Metal 1:
Supply wires on this layer in gray. Cells faint in the background.
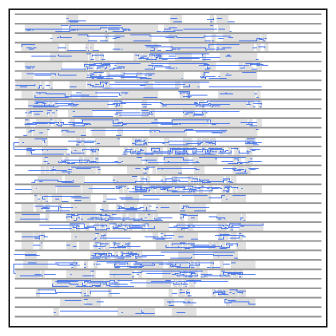
Cell classes on the final placement:
The bar under the picture is 20 um long.
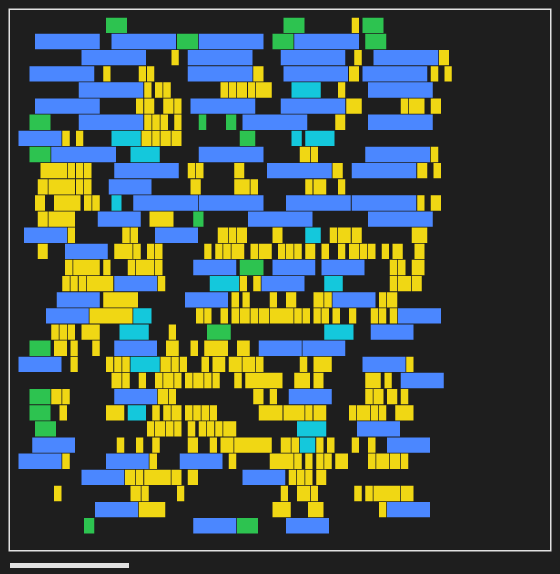
Clock distribution:
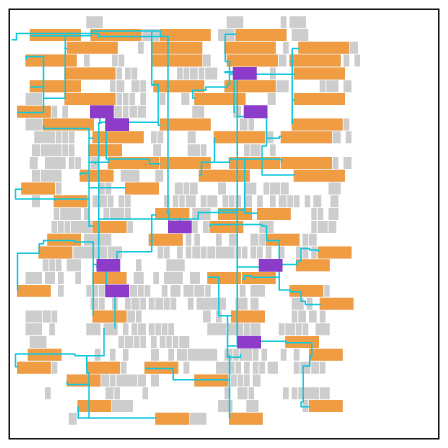
$ cat src/rtl/core_out_tx.sv
// core_out_tx: byte-output port; FIFO-buffered 8N1 UART transmitter, LSB first.
// Define CORE_OUT_PARITY_EN to insert an even-parity bit (8E1, 11-bit frames).
module core_out_tx #(
  parameter int CLK_PER_BIT = 868,
  parameter int FIFO_DEPTH  = 4
) (
  input  logic       CLK,
  input  logic       RST_N,
  input  logic       OUTE,
  input  logic [7:0] OUTDATA,
  output logic       FULL,
  output logic       IDLE,
  output logic       OVF,
  output logic       TXD
);

  localparam int AW = (FIFO_DEPTH > 1) ? $clog2(FIFO_DEPTH) : 1;
  localparam int CW = (CLK_PER_BIT > 1) ? $clog2(CLK_PER_BIT) : 1;
  localparam logic [AW:0]   DEPTH_C = FIFO_DEPTH[AW:0];
  localparam logic [CW-1:0] LAST_C  = CW'(CLK_PER_BIT - 1);

  localparam logic [2:0] S_IDLE  = 3'd0;
  localparam logic [2:0] S_START = 3'd1;
  localparam logic [2:0] S_DATA  = 3'd2;
  localparam logic [2:0] S_PAR   = 3'd3;
  localparam logic [2:0] S_STOP  = 3'd4;

  logic [7:0]    mem [FIFO_DEPTH];
  logic [AW-1:0] wr_ptr, rd_ptr;
  logic [AW:0]   count, count_n;
  logic          push, pop, nonempty;

  logic [2:0]    state, state_n;
  logic [CW-1:0] baud, baud_n;
  logic [2:0]    idx, idx_n;
  logic [7:0]    shift, shift_n;
  logic          bit_end, txd_n;
  logic          par, par_n;

  // FULL is the registered flag, so a same-cycle pop never rescues a write.
  assign push     = OUTE && !FULL;
  assign nonempty = (count != '0);
  assign bit_end  = (baud == LAST_C);

  always_comb begin
    state_n = state;
    idx_n   = idx;
    shift_n = shift;
    par_n   = par;
    pop     = 1'b0;
    case (state)
      S_IDLE: if (nonempty) begin
        pop     = 1'b1;
        shift_n = mem[rd_ptr];
        par_n   = ^mem[rd_ptr];
        state_n = S_START;
      end
      S_START: if (bit_end) begin
        idx_n   = 3'd0;
        state_n = S_DATA;
      end
      S_DATA: if (bit_end) begin
        shift_n = {1'b0, shift[7:1]};
        idx_n   = idx + 3'd1;
        if (idx == 3'd7) begin
`ifdef CORE_OUT_PARITY_EN
          state_n = S_PAR;
`else
          state_n = S_STOP;
`endif
        end
      end
      S_PAR: if (bit_end) state_n = S_STOP;
      S_STOP: if (bit_end) begin
        if (nonempty) begin
          pop     = 1'b1;
          shift_n = mem[rd_ptr];
          par_n   = ^mem[rd_ptr];
          state_n = S_START;
        end else begin
          state_n = S_IDLE;
        end
      end
      default: state_n = S_IDLE;
    endcase
  end

  always_comb begin
    baud_n = (state == S_IDLE || bit_end) ? '0 : baud + CW'(1);
    case (state_n)
      S_START: txd_n = 1'b0;
      S_DATA:  txd_n = shift_n[0];
`ifdef CORE_OUT_PARITY_EN
      S_PAR:   txd_n = par_n;
`endif
      default: txd_n = 1'b1;
    endcase
    count_n = count + {{AW{1'b0}}, push} - {{AW{1'b0}}, pop};
  end

  always_ff @(posedge CLK) begin
    if (push) mem[wr_ptr] <= OUTDATA;
  end

  always_ff @(posedge CLK) begin
    if (!RST_N) begin
      wr_ptr <= '0;
      rd_ptr <= '0;
      count  <= '0;
      state  <= S_IDLE;
      baud   <= '0;
      idx    <= '0;
      shift  <= '0;
      par    <= 1'b0;
      TXD    <= 1'b1;
      FULL   <= 1'b0;
      IDLE   <= 1'b1;
      OVF    <= 1'b0;
    end else begin
      if (push) wr_ptr <= wr_ptr + AW'(1);
      if (pop)  rd_ptr <= rd_ptr + AW'(1);
      count <= count_n;
      state <= state_n;
      baud  <= baud_n;
      idx   <= idx_n;
      shift <= shift_n;
      par   <= par_n;
      TXD   <= txd_n;
      FULL  <= (count_n == DEPTH_C);
      IDLE  <= (state_n == S_IDLE) && (count_n == '0);
      OVF   <= OVF | (OUTE & FULL);
    end
  end

endmodule

$ cat config.mk
export PLATFORM = sky130hd
export DESIGN_NAME = core_out_tx
export DESIGN_NICKNAME = d
export VERILOG_FILES = /design/src/rtl/core_out_tx.sv
export SDC_FILE = /design/constraint.sdc
export NUM_CORES = 1
export LEC_CHECK = 0
export ABC_AREA = 1
export CAP_MARGIN = 20
export CORE_UTILIZATION = 40
export DETAILED_ROUTE_END_ITERATION = 6
export GPL_TIMING_DRIVEN = 0
export HOLD_SLACK_MARGIN = 0.05
export SYNTH_ARGS = -nofsm -noshare
export SYNTH_HDL_FRONTEND = slang
export SYNTH_SLANG_ARGS = --single-unit
$ cat constraint.sdc
create_clock -name CLK -period 5.87 [get_ports CLK]
set_clock_uncertainty 0.05 [all_clocks]
set_input_delay 1.761 -clock CLK [delete_from_list [all_inputs] [get_ports CLK]]
set_output_delay 1.761 -clock CLK [all_outputs]
set_load 0.01 [all_outputs]
==> flow_metrics.tcl <==
# implementation run metrics
set metrics [dict create \
    status "complete, no violations" \
    critPathMostFrequentCell "inv_1" \
    drc 0 \
    numCtsBuffers 9 \
    ys_sh_xor_pct 1.38 \
    final_cell_count_no_fill 488 \
    ctsHoldBuffers 0 \
    inverters 52 \
    pg_seq_uw 639 \
    crit_buf_inv 5 \
    synth_area_um2 3170 \
    slowest_stage "clkdlybuf4s50_1" \
    postCtsResizedCells 0 \
    holdCritPathClass "register to register" \
    dp.cells 472 \
    ys_sh_mux_pct 0 \
    dpl-instance-area_um2 3430 \
    grt_max_degree 14 \
    antenna_found_initial 0 \
    edf_count 32 \
    portBuffers 13 \
    place_congestion 0.739 \
    dpl_worst_slack_ps 1440 \
    row_count 32 \
    fillers 775 \
    whs_endpoint "baud[0]$_SDFF_PP0_" \
    top_register "mem" \
    bufAreaShareNonClock_pct 4.97 \
    drtIter0Drc 83 \
    numSynthFlops 69 \
    relSlewSlack_pct 45.6 \
    synth_nets 378 \
    largest_reg_flops 32 \
    path_class "primary input to register" \
    comb_area_um2 1220 \
    min_from "baud[0]$_SDFF_PP0_" \
    period_minus_slack_ps 4120 \
    ys_top_logic_family "simple AND/OR/NAND/NOR gates" \
    worstPathMaxFanout 9 \
    antennaDiodeCount 0 \
    comb_share_pct 33.9 \
    area_growth_pct 13.7 \
    reg2reg_from "baud[0]$_SDFF_PP0_" \
    setup_tns_ps 0 \
    clock_buffers 9 \
    syn_inst 357 \
    clock_area_share_pct 4.86 \
    n_all_buffers 20 \
    routedWlPerCell_um 11.9 \
]
Back to the opening pictures, 'metal 1':
374 nets have wire on it. The longest straight run is 25.8 um. The layer holds 48% of the routed length. The layer carries 2,810 um of wire. The wires run mostly horizontal.

Back to the opening pictures, 'cell classes on the final placement':
Key: combinational and other logic = yellow [cells 281, share of their area 41%]; other buffers and delay cells = green [cells 20, share of their area 5.2%]; clock drivers and dummy loads = cyan [cells 16, share of their area 5.0%]; flops = blue [cells 69, share of their area 49%]
Core Area: 7690 um^2
Layout Utilization: 46.8%

Back to the opening pictures, 'clock distribution':
Key: clock wires = cyan [length 858 um]; flip-flops = orange [count 69]; clock drivers = purple [count 9]
Position of the flops: widely spread.
clk ins delay skew pair: 340 ps
clk pwr: 341 uW
Clock Power Share: 23.1%

## Yosys cell counts (3+ instances only)
master | instances | area share, %
nand2_2 | 7 | 1.4
clkinv_1 | 3 | 0.36
inv_1 | 46 | 5.5
nor2_4 | 3 | 1.1
nor2_1 | 52 | 6.2
o21ai_0 | 20 | 3.2
buf_2 | 3 | 0.47
edfxtp_1 | 32 | 30
nand4_1 | 3 | 0.59
dfxtp_1 | 37 | 23
nand2_1 | 68 | 8.1
or2_2 | 3 | 0.59
inv_2 | 3 | 0.36
xor2_1 | 3 | 0.83
or2_0 | 3 | 0.59
o211ai_1 | 5 | 1.2
ha_1 | 9 | 3.6
a21oi_1 | 10 | 1.6
nand3_1 | 23 | 3.6
Power is estimated from default activity; no workload was simulated.
